### config.mk
export PLATFORM = sky130hd
export DESIGN_NAME = axi2apb_burst_split
export DESIGN_NICKNAME = d
export VERILOG_FILES = /design/src/rtl/axi2apb_burst_split.sv
export SDC_FILE = /design/constraint.sdc
export NUM_CORES = 1
export LEC_CHECK = 0
export CORE_AREA = 2 2 202 204
export DETAILED_ROUTE_END_ITERATION = 8
export DIE_AREA = 0 0 204 206
export GPL_TIMING_DRIVEN = 1
export PLACE_DENSITY_LB_ADDON = 0.12
export SLEW_MARGIN = 5
export SYNTH_ARGS = -nofsm -noshare
export SYNTH_HDL_FRONTEND = slang
export SYNTH_SLANG_ARGS = --single-unit
### constraint.sdc
create_clock -name clk -period 5.9 [get_ports clk]
set_input_delay 1.18 -clock clk [delete_from_list [all_inputs] [get_ports clk]]
set_output_delay 1.18 -clock clk [all_outputs]
set_load 0.01 [all_outputs]
### src/rtl/axi2apb_burst_split.sv
// Splits INCR AXI bursts into single-beat transactions for the downstream axi2apb
// bridge, merging per-beat B responses and regenerating RLAST on the read side.
module axi2apb_burst_split #(
  parameter int unsigned AXI_ID_WIDTH   = 6,
  parameter int unsigned AXI_ADDR_WIDTH = 32,
  parameter int unsigned AXI_DATA_WIDTH = 64
) (
  input  logic                          clk,
  input  logic                          rst,
  input  logic [AXI_ID_WIDTH-1:0]       s_awid,
  input  logic [AXI_ADDR_WIDTH-1:0]     s_awaddr,
  input  logic [7:0]                    s_awlen,
  input  logic [2:0]                    s_awsize,
  input  logic                          s_awvalid,
  output logic                          s_awready,
  input  logic [AXI_DATA_WIDTH-1:0]     s_wdata,
  input  logic [AXI_DATA_WIDTH/8-1:0]   s_wstrb,
  input  logic                          s_wlast,
  input  logic                          s_wvalid,
  output logic                          s_wready,
  output logic [AXI_ID_WIDTH-1:0]       s_bid,
  output logic [1:0]                    s_bresp,
  output logic                          s_bvalid,
  input  logic                          s_bready,
  input  logic [AXI_ID_WIDTH-1:0]       s_arid,
  input  logic [AXI_ADDR_WIDTH-1:0]     s_araddr,
  input  logic [7:0]                    s_arlen,
  input  logic [2:0]                    s_arsize,
  input  logic                          s_arvalid,
  output logic                          s_arready,
  output logic [AXI_ID_WIDTH-1:0]       s_rid,
  output logic [AXI_DATA_WIDTH-1:0]     s_rdata,
  output logic [1:0]                    s_rresp,
  output logic                          s_rlast,
  output logic                          s_rvalid,
  input  logic                          s_rready,
  output logic [AXI_ID_WIDTH-1:0]       m_awid,
  output logic [AXI_ADDR_WIDTH-1:0]     m_awaddr,
  output logic [7:0]                    m_awlen,
  output logic [2:0]                    m_awsize,
  output logic                          m_awvalid,
  input  logic                          m_awready,
  output logic [AXI_DATA_WIDTH-1:0]     m_wdata,
  output logic [AXI_DATA_WIDTH/8-1:0]   m_wstrb,
  output logic                          m_wlast,
  output logic                          m_wvalid,
  input  logic                          m_wready,
  input  logic [AXI_ID_WIDTH-1:0]       m_bid,
  input  logic [1:0]                    m_bresp,
  input  logic                          m_bvalid,
  output logic                          m_bready,
  output logic [AXI_ID_WIDTH-1:0]       m_arid,
  output logic [AXI_ADDR_WIDTH-1:0]     m_araddr,
  output logic [7:0]                    m_arlen,
  output logic [2:0]                    m_arsize,
  output logic                          m_arvalid,
  input  logic                          m_arready,
  input  logic [AXI_ID_WIDTH-1:0]       m_rid,
  input  logic [AXI_DATA_WIDTH-1:0]     m_rdata,
  input  logic [1:0]                    m_rresp,
  input  logic                          m_rlast,
  input  logic                          m_rvalid,
  output logic                          m_rready
);

  localparam logic [1:0] W_IDLE = 2'd0, W_ADDR = 2'd1, W_DATA = 2'd2, W_RESP = 2'd3;
  localparam logic [1:0] R_IDLE = 2'd0, R_ADDR = 2'd1, R_DATA = 2'd2;

  logic [1:0]                w_state, w_next, r_state, r_next;
  logic [AXI_ID_WIDTH-1:0]   w_id, r_id;
  logic [AXI_ADDR_WIDTH-1:0] w_addr, r_addr;
  logic [7:0]                w_len, w_cnt, r_len, r_cnt;
  logic [2:0]                w_size, r_size;
  logic [1:0]                w_worst, w_merged;
  logic                      w_final, r_final;

  // Beat count comes from len alone; bridge IDs/RLAST and upstream WLAST are not needed.
  logic unused;
  assign unused = ^{s_wlast, m_bid, m_rid, m_rlast};

  assign w_final  = (w_cnt == w_len);
  assign r_final  = (r_cnt == r_len);
  assign w_merged = (m_bresp > w_worst) ? m_bresp : w_worst;

  always_comb begin
    w_next = w_state;
    case (w_state)
      W_IDLE:  if (s_awvalid && s_awready) w_next = W_ADDR;
      W_ADDR:  if (m_awready) w_next = W_DATA;
      W_DATA:  if (s_wvalid && m_wready) w_next = W_RESP;
      W_RESP:  if (m_bvalid && m_bready) w_next = w_final ? W_IDLE : W_ADDR;
      default: w_next = W_IDLE;
    endcase
  end

  always_comb begin
    r_next = r_state;
    case (r_state)
      R_IDLE:  if (s_arvalid && s_arready) r_next = R_ADDR;
      R_ADDR:  if (m_arready) r_next = R_DATA;
      R_DATA:  if (m_rvalid && s_rready) r_next = r_final ? R_IDLE : R_ADDR;
      default: r_next = R_IDLE;
    endcase
  end

  // State plus the registered handshake outputs, derived from the next state.
  always_ff @(posedge clk or posedge rst) begin
    if (rst) begin
      w_state   <= W_IDLE;
      r_state   <= R_IDLE;
      s_awready <= 1'b0;
      s_arready <= 1'b0;
      m_awvalid <= 1'b0;
      m_arvalid <= 1'b0;
    end else begin
      w_state   <= w_next;
      r_state   <= r_next;
      s_awready <= (w_next == W_IDLE);
      s_arready <= (r_next == R_IDLE);
      m_awvalid <= (w_next == W_ADDR);
      m_arvalid <= (r_next == R_ADDR);
    end
  end

  always_ff @(posedge clk or posedge rst) begin
    if (rst) begin
      w_id <= '0; w_addr <= '0; w_len <= '0; w_size <= '0; w_cnt <= '0; w_worst <= 2'b00;
    end else if (w_state == W_IDLE && s_awvalid && s_awready) begin
      w_id <= s_awid; w_addr <= s_awaddr; w_len <= s_awlen; w_size <= s_awsize;
      w_cnt <= '0; w_worst <= 2'b00;
    end else if (w_state == W_RESP && m_bvalid && m_bready && !w_final) begin
      w_worst <= w_merged;
      w_cnt   <= w_cnt + 8'd1;
      w_addr  <= w_addr + (AXI_ADDR_WIDTH'(1) << w_size);
    end
  end

  always_ff @(posedge clk or posedge rst) begin
    if (rst) begin
      r_id <= '0; r_addr <= '0; r_len <= '0; r_size <= '0; r_cnt <= '0;
    end else if (r_state == R_IDLE && s_arvalid && s_arready) begin
      r_id <= s_arid; r_addr <= s_araddr; r_len <= s_arlen; r_size <= s_arsize;
      r_cnt <= '0;
    end else if (r_state == R_DATA && m_rvalid && s_rready && !r_final) begin
      r_cnt  <= r_cnt + 8'd1;
      r_addr <= r_addr + (AXI_ADDR_WIDTH'(1) << r_size);
    end
  end

  assign m_awid   = w_id;
  assign m_awaddr = w_addr;
  assign m_awlen  = 8'd0;
  assign m_awsize = w_size;

  assign m_wvalid = (w_state == W_DATA) && s_wvalid;
  assign s_wready = (w_state == W_DATA) && m_wready;
  assign m_wdata  = s_wdata;
  assign m_wstrb  = s_wstrb;
  assign m_wlast  = 1'b1;

  // Intermediate B beats are absorbed; only the final one reaches upstream.
  assign m_bready = (w_state == W_RESP) && (w_final ? s_bready : 1'b1);
  assign s_bvalid = (w_state == W_RESP) && w_final && m_bvalid;
  assign s_bresp  = w_merged;
  assign s_bid    = w_id;

  assign m_arid   = r_id;
  assign m_araddr = r_addr;
  assign m_arlen  = 8'd0;
  assign m_arsize = r_size;

  assign s_rvalid = (r_state == R_DATA) && m_rvalid;
  assign m_rready = (r_state == R_DATA) && s_rready;
  assign s_rdata  = m_rdata;
  assign s_rresp  = m_rresp;
  assign s_rid    = r_id;
  assign s_rlast  = r_final;

endmodule

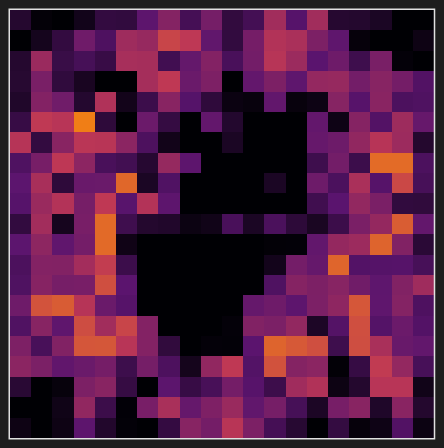
**Above:** cell density map.
The die is cut into 20 by 21 equal tiles; black is low, pale yellow is high, 0 to 100% covered.
nearly empty tiles: 20%
mean over tiles: 23%
emptiest ninth of the die: middle
Init Core Util: 20.69%
core footprint: 40180 um2
fin util: 26.03%

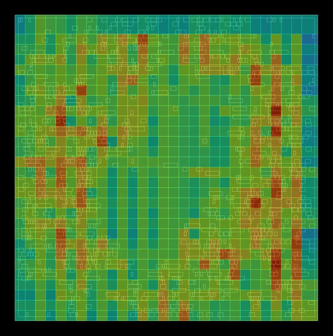
**Above:** routing congestion.
busiest layer in global routing: met2
M3 GR Usage: 5.314%
All-Layer GR Usage: 12.83%
met2 usage: 19.90%

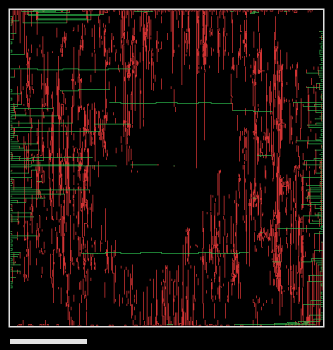
**Above:** signal wires by layer.
Scale bar: 50 um. Only two layers are drawn.
| colour | layer | wire length |
|---|---|---|
| red | metal 2 | 12100 um |
| green | metal 3 | 2140 um |

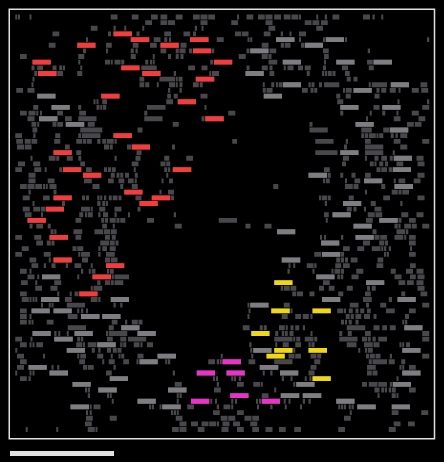
**Above:** sequential cells grouped by signal name.
Scale bar: 50 um. Other sequential cells in the stronger grey, the rest of the logic in the fainter grey.
| colour | netlist name | placed flops |
|---|---|---|
| red | m_araddr | 32 |
| magenta | m_awid | 6 |
| yellow | w_cnt | 8 |
sequential standard cell area: 3103 um2
Seq area share: 29.67%
Seq. pwr: 1.72 mW

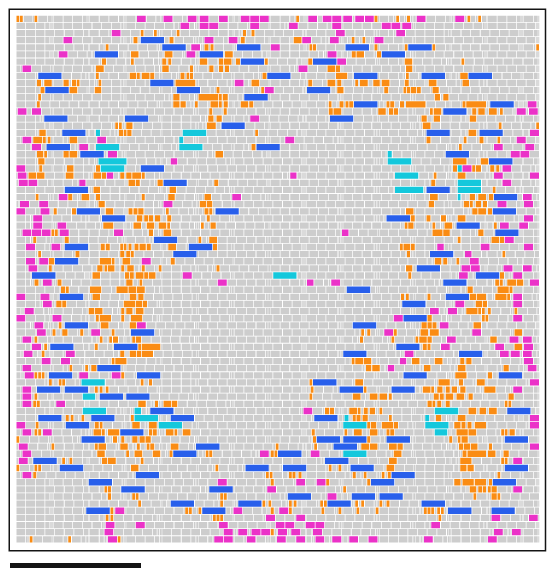
**Above:** placement by cell class.
Scale bar: 50 um. Fill, decap, tap and diode cells in grey.
| colour | class | cells | share of their area |
|---|---|---|---|
| magenta | remaining buffers and delay cells | 228 | 23% |
| blue | sequential cells | 124 | 32% |
| cyan | clock drivers and dummy loads | 29 | 5.7% |
| orange | combinational and other logic | 662 | 40% |
post-layout instance area: 10460 um2
Rows: 74

## layer usage
metal  part of all wire, %  routed length (um)  vias to the layer above  global-route usage (%)
li1                      -                   -                     3254                       -
met1                    46               12200                     3236                   16.32
met2                    45               12090                      219                   19.90
met3                   8.0                2140                       33                   5.314
met4                   1.3                 345                        0                   3.649
met5                     0                   0                        -                       0
## metrics by stage
step | setup slack, ns | area, um2
3_3_place_gp | 1.569 | 9906
4_1_cts | 1.502 | 10460
5_1_grt | 1.382 | 10460
2_1_floorplan | 1.421 | 8371
3_5_place_dp | 1.516 | 9906
6_report | 1.494 | 10460
## power breakdown
group | internal, mW | switching [mW] | total (mW)
clock network | 0.632 | 0.405 | 1.04
logic | 1.28 | 1.24 | 2.52
registers | 1.23 | 0.489 | 1.72
total | 3.14 | 2.13 | 5.27
## kinds of logic (layout without fill, tap and decap cells)
family | count (synthesis) | after routing | share of synthesized area, %
adders and majority gates | 23 | 23 | 3.642
buffers and inverters | 224 | 273 | 17.71
and+or+nand+nor | 383 | 383 | 22.09
xor gates and xnor gates | 74 | 74 | 7.795
DFF | 124 | 124 | 37.32
muxes | 3 | 3 | 0.3762
other | 2 | 17 | 0.09033
AOI/OAI and AO/OA | 146 | 146 | 10.97
## layout make-up
cell class                 instances  share of cell area (%)
multi-input combinational        646                   36.47
sequential                       124                   29.67
timing repair buffer             228                   21.58
tap                              532                   6.364
clock buffer                      20                   4.366
clock inverter                     9                  0.9330
inverter                          16                  0.6220
## synthesized netlist by cell type, types with 2 or more instances
cell      count
a211oi_1      7
a21o_1        8
a21oi_1      28
a22oi_1       2
a31oi_1      13
a32oi_1       2
a41oi_1       2
and2_1        2
and3_1       14
and3b_1       8
and4_1        4
buf_2         4
buf_4       167
clkbuf_1     37
conb_1        2
dfrtp_1     124
fa_1          2
ha_1         21
inv_1        16
mux2i_1       2
nand2_1     197
nand2b_1      3
nand3_1      27
nand3b_1      2
nand4_1      11
nand4_4       2
nand4b_1      3
nor2_1       57
nor3_1       23
nor3b_1       8
nor4_1        9
nor4_4        2
o211ai_1     13
o21a_1        2
o21ai_0      44
o21bai_1      2
o22ai_1       6
o311ai_0      6
o31ai_1       3
or4_1         3
xnor2_1      62
xor2_1       12
## worst paths after layout
check                                              from                        to  slack, ns  depth (start not counted)
worst min register to register     r_len[6]$_DFFE_PP0P_      r_len[6]$_DFFE_PP0P_       0.50                          2
worst max register to register  m_awsize[2]$_DFFE_PP0P_  m_awaddr[10]$_DFFE_PP0P_       2.91                         10
worst min-delay path               r_len[6]$_DFFE_PP0P_      r_len[6]$_DFFE_PP0P_       0.50                          2
max in group asynchronous                           rst      r_cnt[2]$_DFFE_PP0P_       3.70                          3
min in group asynchronous                           rst  m_awaddr[11]$_DFFE_PP0P_       1.16                          2
worst max-delay path                         m_bresp[0]                s_bresp[0]       1.49                          7
## registers in the layout, summed over array words and instances, names as in the netlist, 2 cells and up
signal and cells:
m_awid 6, r_cnt 8, m_arsize 3, w_worst 2
w_cnt 8, r_state 2, m_arid 6, w_state 2
m_awaddr 32, w_len 8, r_len 8, m_awsize 3
m_araddr 32
==> flow_summary.ini <==
; synthesis and place-and-route metrics
[global_routing]
antenna_found_initial = 0
overflow = 0
grt_max_degree = 47

[clock_tree]
clk_latency_ns = 0.42
post_cts_buffers = 0
post_cts_resized = 0
h-tree-depth = 4
cts_max_path_buffers = 2
clock_tree.root_cell = clkbuf_16

[synth]
area_leaders = dfrtp_1 37%, buf_4 15%, nand2_1 8.9%, xnor2_1 6.5%, ha_1 3.2%
avgSynthCellArea_um2 = 8.493
yosysTopAreaCellShare_pct = 37.32
ys_cells = 979
netlist_area_um2 = 8314
synth_top_flop_cell = dfrtp_1
largest_area_cell = dfrtp_1
synthCells = 979
ys_ff = 124
yosys_warnings = 0

[die]
die_w_um = 204
dieArea_um2 = 42020
io_pins = 526

[cells_and_area]
final_cell_mix = 218 x clkdlybuf4s50_1, 197 x nand2_1, 124 x dfrtp_1, 62 x xnor2_1, 57 x nor2_1
stdcell_count = 1575
drive_gt1_share_pct = 5.273
syn_to_final_growth_pct = 25.81
n_antenna_cell = 0
final.fill_count = 4409
final_common_cell = clkdlybuf4s50_1

[timing]
hold_slack_ns = 0.5021
report.final.slew_viol_count = 0
rsz0062_at_grt = no
relSlewSlack_pct = 34.02
tightest_slew_ns = 0.9896
tns_ns = 0
period_minus_slack_ns = 4.406
min_period_over_period_pct = 74.68

[min_path]
hold_class = register to register

[worst_setup_path]
startpoint_type = primary input
cpMostUsedCell = clkdlybuf4s50_1
crit_slowest_cell = clkdlybuf4s50_1
crit_family = buffers and inverters
critPathMaxFanout = 3
end_kind = output port
path_class = primary input to output port

[pwr]
p_leak_nw = 4.180
power_per_cell_area_nw_per_um2 = 503.9

[detailed_routing]
firstDrtPassIters = 4

[run_status]
status = finished clean

[flow_run]
drv_cap = 0

[placed_design]
io_buffers = 218
dp_hpwl_um = 19450
Power figures rest on the tool's default switching activity, not on a simulated workload.
